### Placement view

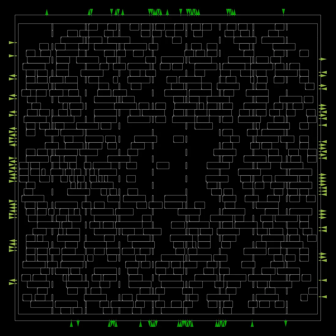
### Pin placement

Scale: 4 px per µm. Pins as bars across the die edge, other pins in grey.
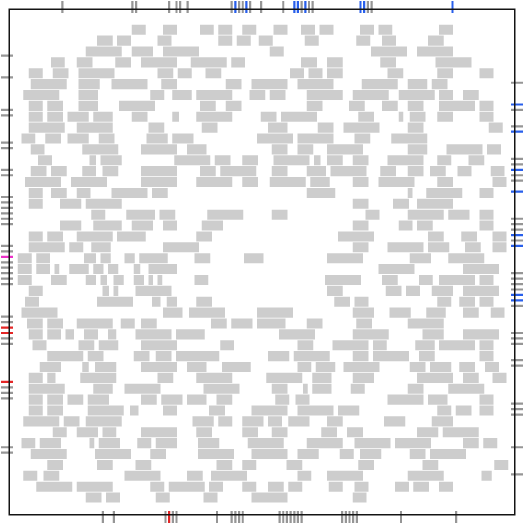
### Signal wires by layer

Scale: 4 px per µm. Only two layers are drawn.
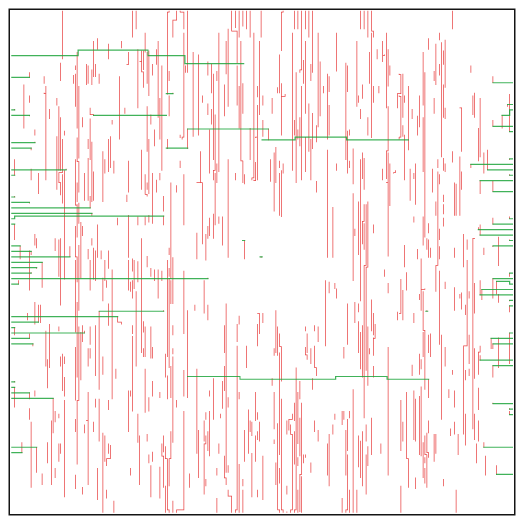
### Sizing map

Scale: 4 px per µm.
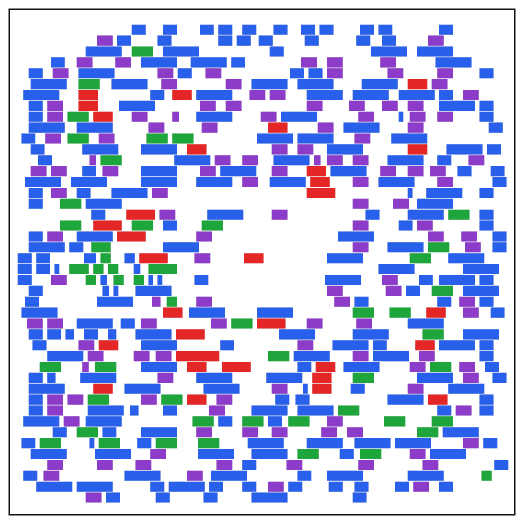
### Wires at chosen ports, followed through buffers

Scale: 2 px per µm.
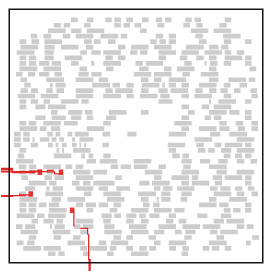
### src/rtl/memwb_skid_stage.sv
// memwb_skid_stage
//
// MEM/WB pipeline stage with a valid/ready handshake and a 2-entry skid
// buffer. The head register M drives the WB-side outputs. The skid register S
// catches the one instruction that can arrive while WB is stalling.
//
//   state | meaning
//   EMPTY | M and S both invalid
//   ONE   | M valid, S invalid
//   FULL  | M and S both valid (in_ready low)
//
// Ports:
//   clk, rst (async, active-low)  clock and reset
//   flush                         synchronous kill of both held entries
//   in_valid / in_ready           MEM-side handshake
//   in_ctrl/rdata/res/r15/dest    incoming fields
//   out_valid / out_ready         WB-side handshake
//   out_ctrl/rdata/res/r15/dest   head-entry fields; out_ctrl is zero when invalid
//
// Optional feature (macro MEMWB_STATS_EN):
//   stats_clr, stall_cnt[15:0], bubble_cnt[15:0] are saturating
//   performance counters. flush does not clear them.
module memwb_skid_stage #(
    parameter int DATA_W = 16,
    parameter int REG_W  = 4,
    parameter int CTRL_W = 4
) (
    input  logic              clk,
    input  logic              rst,
`ifdef MEMWB_STATS_EN
    input  logic              stats_clr,
    output logic [15:0]       stall_cnt,
    output logic [15:0]       bubble_cnt,
`endif
    input  logic              flush,
    input  logic              in_valid,
    output logic              in_ready,
    input  logic [CTRL_W-1:0] in_ctrl,
    input  logic [DATA_W-1:0] in_rdata,
    input  logic [DATA_W-1:0] in_res,
    input  logic [DATA_W-1:0] in_r15,
    input  logic [REG_W-1:0]  in_dest,
    output logic              out_valid,
    input  logic              out_ready,
    output logic [CTRL_W-1:0] out_ctrl,
    output logic [DATA_W-1:0] out_rdata,
    output logic [DATA_W-1:0] out_res,
    output logic [DATA_W-1:0] out_r15,
    output logic [REG_W-1:0]  out_dest
);

    localparam int PW = CTRL_W + 3 * DATA_W + REG_W;

    logic          m_valid_q, m_valid_d;
    logic          s_valid_q, s_valid_d;
    logic [PW-1:0] m_data_q,  m_data_d;
    logic [PW-1:0] s_data_q,  s_data_d;
    logic          m_en, s_en;
    logic          in_fire, out_fire;
    logic [PW-1:0] in_data;
    logic [CTRL_W-1:0] m_ctrl;

    assign in_data  = {in_ctrl, in_rdata, in_res, in_r15, in_dest};
    assign in_ready = ~s_valid_q;
    assign out_valid = m_valid_q;
    assign in_fire  = in_valid & in_ready;
    assign out_fire = m_valid_q & out_ready;

    always_comb begin
        m_valid_d = m_valid_q;
        s_valid_d = s_valid_q;
        m_data_d  = in_data;
        s_data_d  = in_data;
        m_en      = 1'b0;
        s_en      = 1'b0;
        if (flush) begin
            // Flush beats every transfer; data registers keep stale contents.
            m_valid_d = 1'b0;
            s_valid_d = 1'b0;
        end else if (!m_valid_q) begin
            if (in_fire) begin
                m_valid_d = 1'b1;
                m_en      = 1'b1;
            end
        end else if (!s_valid_q) begin
            if (in_fire && out_fire) begin
                m_en = 1'b1;
            end else if (in_fire) begin
                s_valid_d = 1'b1;
                s_en      = 1'b1;
            end else if (out_fire) begin
                m_valid_d = 1'b0;
            end
        end else if (out_fire) begin
            // FULL: in_ready is low, so only the skid-to-head move can happen.
            m_data_d  = s_data_q;
            m_en      = 1'b1;
            s_valid_d = 1'b0;
        end
    end

    always_ff @(posedge clk or negedge rst) begin
        if (!rst) begin
            m_valid_q <= 1'b0;
            s_valid_q <= 1'b0;
        end else begin
            m_valid_q <= m_valid_d;
            s_valid_q <= s_valid_d;
        end
    end

    // Data registers only toggle on load to keep switching activity down.
    always_ff @(posedge clk or negedge rst) begin
        if (!rst) begin
            m_data_q <= '0;
            s_data_q <= '0;
        end else begin
            if (m_en) m_data_q <= m_data_d;
            if (s_en) s_data_q <= s_data_d;
        end
    end

    assign {m_ctrl, out_rdata, out_res, out_r15, out_dest} = m_data_q;
    // An invalid slot must never present regWrite or R15Write to WB.
    assign out_ctrl = m_valid_q ? m_ctrl : '0;

`ifdef MEMWB_STATS_EN
    logic [15:0] stall_cnt_q, stall_cnt_d;
    logic [15:0] bubble_cnt_q, bubble_cnt_d;

    always_comb begin
        stall_cnt_d  = stall_cnt_q;
        bubble_cnt_d = bubble_cnt_q;
        if (stats_clr) begin
            stall_cnt_d  = '0;
            bubble_cnt_d = '0;
        end else begin
            if (m_valid_q && !out_ready && stall_cnt_q != 16'hFFFF)
                stall_cnt_d = stall_cnt_q + 16'd1;
            if (!m_valid_q && bubble_cnt_q != 16'hFFFF)
                bubble_cnt_d = bubble_cnt_q + 16'd1;
        end
    end

    always_ff @(posedge clk or negedge rst) begin
        if (!rst) begin
            stall_cnt_q  <= '0;
            bubble_cnt_q <= '0;
        end else begin
            stall_cnt_q  <= stall_cnt_d;
            bubble_cnt_q <= bubble_cnt_d;
        end
    end

    assign stall_cnt  = stall_cnt_q;
    assign bubble_cnt = bubble_cnt_q;
`endif

endmodule

### config.mk
export PLATFORM = sky130hd
export DESIGN_NAME = memwb_skid_stage
export DESIGN_NICKNAME = d
export VERILOG_FILES = /design/src/rtl/memwb_skid_stage.sv
export SDC_FILE = /design/constraint.sdc
export NUM_CORES = 1
export LEC_CHECK = 0
export ABC_CLOCK_PERIOD_IN_PS = 2300
export CELL_PAD_IN_SITES_DETAIL_PLACEMENT = 1
export CELL_PAD_IN_SITES_GLOBAL_PLACEMENT = 2
export CORE_UTILIZATION = 36
export CTS_BUF_LIST = sky130_fd_sc_hd__clkbuf_8
export DETAILED_ROUTE_END_ITERATION = 7
export PLACE_DENSITY_LB_ADDON = 0.1
export SYNTH_ARGS = -nofsm -noshare
export SYNTH_HDL_FRONTEND = slang
export SYNTH_SLANG_ARGS = --single-unit
### constraint.sdc
create_clock -name clk -period 2.3 [get_ports clk]
set_clock_uncertainty 0.1 [all_clocks]
set_input_delay 0.46 -clock clk [delete_from_list [all_inputs] [get_ports clk]]
set_output_delay 0.46 -clock clk [all_outputs]
set_load 0.005 [all_outputs]
==> impl_metrics.csv <==
group,metric,value,unit
cts,cts_tree,"done",
grt,grt_first_pass_wirelength,18800,µm
critical_path,crit_end,"out_ctrl[3]",
finish,antennaDiodeCount,0,
placed_design,place_congestion,0.677,
synthesis,ys_sh_simple,1.36,%
power,p_per_area,847,nW/µm²
critical_path,worst-path-buf-inv,2,
synthesis,yosys-top-cells-area,"dfrtp_1 (52%), mux2_2 (26%), mux2_4 (11%)",
critical_path,path_cells,"buf_4, and2_1, clkdlybuf4s50_1",
placed_design,dp_hpwl,7320,µm
cts,cts_root_buffer,"clkbuf_8",
finish,logic_area,2160,µm²
timing,hold_viol,0,
grt,grt_max_degree,41,
cts,htreeDepth,4,
finish,fin_nets,513,
synthesis,ff_type,"dfrtp_1",
timing,worst_slew_pin_slew,0.476,ns
finish,nClkBuffers,22,
synthesis,syn_area,5530,µm²
grt,grt_pass1_vias,3463,
synthesis,synth-async-reset-ratio,100,%
timing,hold_ws,0.403,ns
finish,clock_area_share,5.24,%
timing,max_freq,0.458,GHz
critical_path,crit_path_max_incr_delay,0.51,ns
cts,cts_buffers,17,
cts,cts_resized,0,
routing,via_count,3050,
placed_design,placed_area,6640,µm²
floorplanning,die_area,15900,µm²
critical_path,r2r-end,"m_data_q[38]",
finish,stdcell_area,7020,µm²
synthesis,synthAoiAreaFrac,0.543,%
synthesis,synth-edff-count,0,
run_status,outcome,"completed",
floorplanning,taps,184,
synthesis,common_cells,"mux2_2 (128), dfrtp_1 (114), buf_4 (56), mux2_4 (40), buf_2 (9)",
finish,area_share_nonclk_buffers,20.0,%
finish,logic_gates,183,
floorplanning,fp_util,37.5,%
critical_path,crit_arrival,1.62,ns
finish,buffers,134,
routing,drt_iter0_markers,78,
## Picture notes: 'Placement view'
FILL cells: 1491
fin cells: 648
sequential share of cell area: 40.6%
final core occ: 47.6%
Core Area: 14800 µm²

## Picture notes: 'Pin placement'
in_r15 -> blue  # pins 16, direction input, edge 8 top, 8 right
out_ready -> magenta  # pins 1, direction input, edge left
out_ctrl -> red  # pins 4, direction output, edge 3 left, 1 bottom

## Picture notes: 'Signal wires by layer'
met2 -> red  # wire length 5250 µm
met3 -> green  # wire length 662 µm
gr usage total: 15.6%
routed len/inst: 17.2 µm

## Picture notes: 'Sizing map'
drive 2 -> purple  # cells 133
drive 1 or less -> blue  # cells 249
drive 3 to 4 -> green  # cells 51
drive 6 and up -> red  # cells 31

## Picture notes: 'Wires at chosen ports, followed through buffers'
out_ctrl -> red  # bits 4, direction output, edge 3 left, 1 bottom, end cells 4, buffers 4, wire 95.0 µm
Port Buffers: 118
I/O Pins: 119

-- state kept, by name (all words and copies together), names as in the netlist --
signal	cells
s_valid_q	1
m_data_q	56
out_valid	1
s_data_q	56
-- power breakdown --
part / leakage (µW) / switching (µW) / total (µW) / internal, µW
clock network: 0.000209 / 760 / 1730 / 968
registers: 0.00137 / 268 / 2790 / 2520
logic: 0.00153 / 391 / 1430 / 1040
total: 0.00311 / 1420 / 5940 / 4520
-- worst min-delay path by stage --
stage                       startpoint           end  slack, ns  cells past startpoint
after CTS                  s_data_q[5]   s_data_q[5]       0.41                      1
after floorplan                    rst   m_data_q[0]       0.06                      0
final                     m_data_q[43]  m_data_q[43]       0.40                      1
after detailed placement           rst  m_data_q[21]       0.36                      1
after global routing      m_data_q[49]  m_data_q[49]       0.42                      1
after global placement             rst  s_data_q[21]       0.35                      1
-- cell usage in the layout (no fill, tap or decap), types with 2 or more instances in the layout --
cell type        netlist  layout
clkdlybuf4s50_1        0     117
buf_4                 56       8
buf_12                 0       8
clkinv_2               0       4
and2_1                 4       4
dfrtp_1              114     114
mux2_4                40      40
clkbuf_8               0      22
inv_1                  2       6
a21oi_1                2       2
mux2_2               128     128
-- routing by layer --
layer	wire, µm	share of wire (%)	track usage [%]	vias up
met3	662	5.9	5.78	10
met2	5250	47	24.0	83
li1	-	-	-	1408
met1	5120	46	20.1	1549
met5	0	0	0	-
met4	134	1.2	5.53	0
-- stage by stage --
stage	utilization (%)	power, µW	setup slack, ns
2_1_floorplan	-	3750	0.400
3_3_place_gp	45.0	4210	-0.0403
3_5_place_dp	45.0	4270	-0.0839
4_1_cts	47.6	6060	0.0716
5_1_grt	47.6	6310	0.0227
6_report	47.6	5940	0.118
No activity file was given, so power comes from the tool's default toggle rates.
